[src/rtl/uart_arb_pkg.sv]
// uart_arb_pkg: shared types and defaults for the UART transmit arbiter (rev 1.0).
`default_nettype none

package uart_arb_pkg;

  typedef enum logic [1:0] {
    IDLE = 2'd0,
    SEND = 2'd1,
    BUSY = 2'd2
  } arb_state_e;

  localparam logic [15:0] CLKS_PER_BIT       = 16'd868;
  localparam int          DEF_NUM_REQ        = 4;
  localparam int          DEF_TIMEOUT_CYCLES = 4096;

endpackage

`default_nettype wire

[src/rtl/uart_tx_arbiter_rr_pick.sv]
// rr_pick: combinational round-robin picker, first request at or after ptr_i (rev 1.0).
`default_nettype none

module rr_pick #(
  parameter int N     = 4,
  parameter int PTR_W = $clog2(N)
) (
  input  logic [N-1:0]     req_i,
  input  logic [PTR_W-1:0] ptr_i,
  output logic [N-1:0]     pick_o,
  output logic             any_o
);

  logic [PTR_W:0]   sum;
  logic [PTR_W-1:0] idx;
  logic             found;

  // One extra bit in the sum keeps ptr+offset exact before the modulo fold.
  always_comb begin
    pick_o = '0;
    found  = 1'b0;
    sum    = '0;
    idx    = '0;
    for (int i = 0; i < N; i++) begin
      sum = {1'b0, ptr_i} + (PTR_W+1)'(i);
      if (sum >= (PTR_W+1)'(N)) begin
        sum = sum - (PTR_W+1)'(N);
      end
      idx = sum[PTR_W-1:0];
      if (!found && req_i[idx]) begin
        pick_o[idx] = 1'b1;
        found       = 1'b1;
      end
    end
  end

  assign any_o = |req_i;

endmodule

`default_nettype wire

[src/rtl/uart_tx_arbiter.sv]
// uart_tx_arbiter: packet-granular round-robin sharing of one uart_tx among NUM_REQ byte streams,
// with eviction of requesters that stall mid-packet (rev 1.0).
`default_nettype none

module uart_tx_arbiter
  import uart_arb_pkg::*;
#(
  parameter int NUM_REQ        = DEF_NUM_REQ,
  parameter int TIMEOUT_CYCLES = DEF_TIMEOUT_CYCLES
) (
  input  logic                   clock,
  input  logic                   reset_n,
  input  logic [NUM_REQ-1:0]     i_req_valid,
  input  logic [8*NUM_REQ-1:0]   i_req_byte,
  input  logic [NUM_REQ-1:0]     i_req_last,
  output logic [NUM_REQ-1:0]     o_req_ready,
  output logic                   o_tx_dv,
  output logic [7:0]             o_tx_byte,
  input  logic                   i_tx_done,
  output logic [NUM_REQ-1:0]     o_grant,
  output logic                   o_busy,
  output logic                   o_timeout_err,
  input  logic                   i_err_clr
);

  localparam int               PTR_W    = $clog2(NUM_REQ);
  localparam logic [15:0]      TO_LAST  = 16'(TIMEOUT_CYCLES - 1);
  localparam logic [PTR_W-1:0] PTR_LAST = PTR_W'(NUM_REQ - 1);

  arb_state_e         state_q, state_d;
  logic [NUM_REQ-1:0] grant_q, grant_d;
  logic [PTR_W-1:0]   gidx_q, gidx_d;
  logic [PTR_W-1:0]   ptr_q, ptr_d;
  logic [15:0]        cnt_q, cnt_d;
  logic               last_q, last_d;
  logic               dv_q, dv_d;
  logic               err_q, err_d;
  logic [7:0]         byte_q, byte_d;

  logic [NUM_REQ-1:0] pick;
  logic               any_req;
  logic [PTR_W-1:0]   pick_idx;
  logic [PTR_W-1:0]   ptr_next;
  logic [7:0]         sel_byte;
  logic               sel_last;
  logic               sel_valid;

  rr_pick #(
    .N     (NUM_REQ),
    .PTR_W (PTR_W)
  ) u_rr_pick (
    .req_i  (i_req_valid),
    .ptr_i  (ptr_q),
    .pick_o (pick),
    .any_o  (any_req)
  );

  // Grant is one-hot, so OR-ing the masked lanes acts as the data mux.
  always_comb begin
    sel_byte = '0;
    sel_last = 1'b0;
    pick_idx = '0;
    for (int k = 0; k < NUM_REQ; k++) begin
      if (grant_q[k]) begin
        sel_byte = sel_byte | i_req_byte[8*k +: 8];
        sel_last = sel_last | i_req_last[k];
      end
      if (pick[k]) begin
        pick_idx = pick_idx | PTR_W'(k);
      end
    end
  end

  assign sel_valid = |(i_req_valid & grant_q);
  assign ptr_next  = (gidx_q == PTR_LAST) ? '0 : gidx_q + 1'b1;

  always_comb begin
    state_d = state_q;
    grant_d = grant_q;
    gidx_d  = gidx_q;
    ptr_d   = ptr_q;
    cnt_d   = cnt_q;
    last_d  = last_q;
    byte_d  = byte_q;
    dv_d    = 1'b0;
    err_d   = err_q;
    if (i_err_clr) begin
      err_d = 1'b0;
    end
    case (state_q)
      IDLE: begin
        if (any_req) begin
          grant_d = pick;
          gidx_d  = pick_idx;
          cnt_d   = '0;
          state_d = SEND;
        end
      end
      SEND: begin
        if (sel_valid) begin
          byte_d  = sel_byte;
          last_d  = sel_last;
          dv_d    = 1'b1;
          state_d = BUSY;
        end else if (cnt_q == TO_LAST) begin
          // Eviction set overrides a same-cycle clear request.
          err_d   = 1'b1;
          ptr_d   = ptr_next;
          grant_d = '0;
          state_d = IDLE;
        end else if (cnt_q != 16'hFFFF) begin
          cnt_d = cnt_q + 16'd1;
        end
      end
      BUSY: begin
        if (i_tx_done) begin
          if (last_q) begin
            ptr_d   = ptr_next;
            grant_d = '0;
            state_d = IDLE;
          end else begin
            cnt_d   = '0;
            state_d = SEND;
          end
        end
      end
      default: begin
        state_d = IDLE;
      end
    endcase
  end

  always_ff @(posedge clock or negedge reset_n) begin
    if (!reset_n) begin
      state_q <= IDLE;
      grant_q <= '0;
      gidx_q  <= '0;
      ptr_q   <= '0;
      cnt_q   <= '0;
      last_q  <= 1'b0;
      dv_q    <= 1'b0;
      err_q   <= 1'b0;
      byte_q  <= 8'h00;
    end else begin
      state_q <= state_d;
      grant_q <= grant_d;
      gidx_q  <= gidx_d;
      ptr_q   <= ptr_d;
      cnt_q   <= cnt_d;
      last_q  <= last_d;
      dv_q    <= dv_d;
      err_q   <= err_d;
      byte_q  <= byte_d;
    end
  end

  assign o_req_ready   = (state_q == SEND) ? grant_q : '0;
  assign o_tx_dv       = dv_q;
  assign o_tx_byte     = byte_q;
  assign o_grant       = grant_q;
  assign o_busy        = (state_q != IDLE);
  assign o_timeout_err = err_q;

endmodule

`default_nettype wire

[config.mk]
export PLATFORM = sky130hd
export DESIGN_NAME = uart_tx_arbiter
export DESIGN_NICKNAME = d
export VERILOG_FILES = /design/src/rtl/uart_arb_pkg.sv /design/src/rtl/uart_tx_arbiter_rr_pick.sv /design/src/rtl/uart_tx_arbiter.sv
export SDC_FILE = /design/constraint.sdc
export NUM_CORES = 1
export LEC_CHECK = 0
export CAP_MARGIN = 25
export CORE_ASPECT_RATIO = 0.8
export CORE_MARGIN = 8
export CORE_UTILIZATION = 44
export DETAILED_ROUTE_END_ITERATION = 10
export PLACE_DENSITY = 0.76
export SKIP_LAST_GASP = 1
export SYNTH_ARGS = -nofsm -noshare
export SYNTH_HDL_FRONTEND = slang
export SYNTH_HIERARCHICAL = 1
export SYNTH_SLANG_ARGS = --single-unit
export TNS_END_PERCENT = 30
[constraint.sdc]
create_clock -name clock -period 2.4 [get_ports clock]
set_clock_uncertainty 0.05 [all_clocks]
set_input_delay 0.24 -clock clock [delete_from_list [all_inputs] [get_ports clock]]
set_output_delay 0.24 -clock clock [all_outputs]
set_load 0.005 [all_outputs]
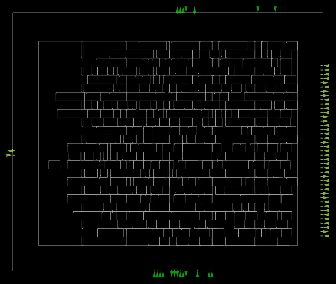
placement.png
Flops: 37
fin cells: 405
Core Footprint: 5410 µm²
Rows: 24
# fillers: 436

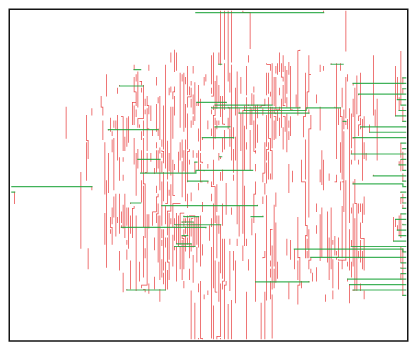
wires.png
Scale: 4 px per µm. Two of the layers only.
Key: green = metal 3 [wire length 551 µm]; red = metal 2 [wire length 3,180 µm]

==> results.txt <==
fresh numbers from the pnr run: NetSw=1.40 mW, Max FO, Critical Path=6, Total GRT Usage=18.4%, drt wl/cell=~18 µm, part of the power in the clock network=approximately 13%, post-route cell area=~3400 µm², Reg area=just over 900 µm², via count=between 2,000 and 2,500, number of remaining DRC errors=0, die extent in x=99.2 µm, Bufs on Longest Clock Path=2, Syn Area/Cell=~9.7 µm², Comb/total area=between 40% and 50%, Top cell area share=a little under two fifths, Max-slew headroom=between 40% and 50%, CTS root buf=clkbuf_8, Synthesized Nets=307, PostCTS Resize Cnt=0, share of cells above drive strength 1=16.8%, hold slack=-11.3 ps, clock sink count=37, post-layout power=roughly 3.5 mW, Largest cell class=multi-input combinational cells, crit-path max cell delay=590 ps, area grow syn2layout=39.7%, highest clock rate=428 MHz, max-cap violations=0, Logic area=between 1000 and 1500 µm², VDD IR-drop max=about 0.39 mV, TritonRoute pass-1 iters=4, post-synth top area cell=dfrtp_1, Logic Gate Count=a little under 200, violated checks=negative hold slack, Unique cell types=about 45, Worst Tran Pin Value=820 ps, CP Cell Sequence=or4_4 > o41ai_4 > and4_1 > mux2_2, Tap Count=65, crit path DAT=2450 ps, synthesis area per yosys=2440 µm², cts hold-fix bufs=0, cell count listed in synth_stat.txt=about 250, Flop pwr share=25.4%, num ports=63, NumNets Final=396, Inserted Clock Buffers=5, Tool Warnings=35, top_reg_cell synth=dfrtp_1, full die area=slightly above 8000 µm², initial antenna violation count=0, worst setup path class=reg -> reg, max-slew violations=0, Final Wtd Congestion=0.867, Setup TNS=0 ps, WL final=7.29 mm, vias in the first global route=around 2,400, DR iter-0 viols=between 150 and 200, fp util=45.1%, final period utilization=between 90% and 100%, Final HPWL DP=5.55 mm, DP Area=roughly 3300 µm², diode count=0, global-route wire length before repair=12.0 mm, sw frac=between 40% and 50%, FF+latch count, synth=37, slowest CP cell=or4_4, Port-buffer cells=around 62, fin crit period=between 2000 and 2500 ps, CTS tree=done, dominant logic cell type in the layout=clkdlybuf4s50_1, status=finished, violations left, Pwr per Cell Area=a little over 1000 nW/µm², Hold Fails Final Rpt=23, Post-synth top cells=dfrtp_1 (37), nand2_1 (29), o21ai_0 (29), ha_1 (12), RSZ-0062 raised after global routing=yes, clock buf count=6, Placed Cells=approximately 400, Mapped Area=about 2400 µm², Top cells excl fill/tap=clkdlybuf4s50_1 (61), dfrtp_1 (37), buf_4 (31), nand2_1 (29), o21ai_0 (29), Pleak=about 1.5 nW, Core Util, Final=between 60% and 70%, Min-Delay Path Class=in -> async, final worst slack=62.7 ps, flop share of the area=about 27%
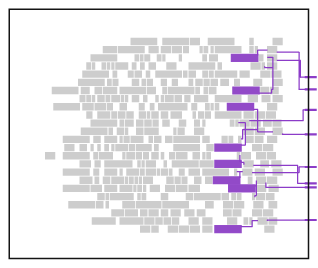
io_fan.png
Scale: 3 px per µm.
Key: purple = o_tx_byte [bits 8, direction output, edge east, end cells 8, wire 223 µm]

[path summary, 6_finish.rpt]
kind | from | to | cells past startpoint
min reg2reg | o_tx_byte[3] | o_tx_byte[3] | 2
max in group asynchronous | reset_n | ptr_q[0] | 1
max | cnt_q[13] | ptr_q[0] | 4
max reg2reg | cnt_q[13] | ptr_q[0] | 4
min in group clock | o_tx_byte[3] | o_tx_byte[3] | 2
min | reset_n | cnt_q[6] | 1
[logic make-up after synthesis]
| group | Yosys count | share of synthesized area, % |
|---|---|---|
| simple gates | 83 | 19.6 |
| compound gates | 87 | 25.3 |
| buf+inv | 20 | 3.49 |
| flops | 37 | 38.0 |
| xor+xnor | 1 | 0.359 |
| mux | 11 | 7.08 |
| fa+ha+maj | 12 | 6.16 |
[sequential cells by signal, indices dropped and copies added, names as in the netlist]
| signal | count |
|---|---|
| cnt_q | 16 |
| gidx_q | 2 |
| last_q | 1 |
| o_grant | 4 |
| o_timeout_err | 1 |
| o_tx_byte | 8 |
| o_tx_dv | 1 |
| ptr_q | 2 |
| state_q | 2 |
[power by group through the flow]
stage               clock [mW]  combinational (mW)  sequential, mW
floorplan                    0                1.25           0.922
global placement             0                2.04           0.893
detailed placement           0                2.11           0.897
CTS                      0.457                2.12           0.886
global route             0.476                2.36           0.914
finish                   0.439                2.17           0.885
[metal layers]
layer	wire length (µm)	track usage, %	vias to the layer above
li1	-	-	1141
met1	3440	24.1	1142
met2	3180	29.0	100
met3	550	4.10	11
met4	119	7.68	0
met5	0	0	-
[worst max-delay path, delay by kind of cell, from the launching register on]
kind | cells | cell delay [ps]
AND-OR/OR-AND | 1 | 480
flip-flops | 1 | 430
multiplexers | 1 | 350
AND/OR/NAND/NOR | 2 | 900
Power figures rest on the tool's default switching activity, not on a simulated workload.
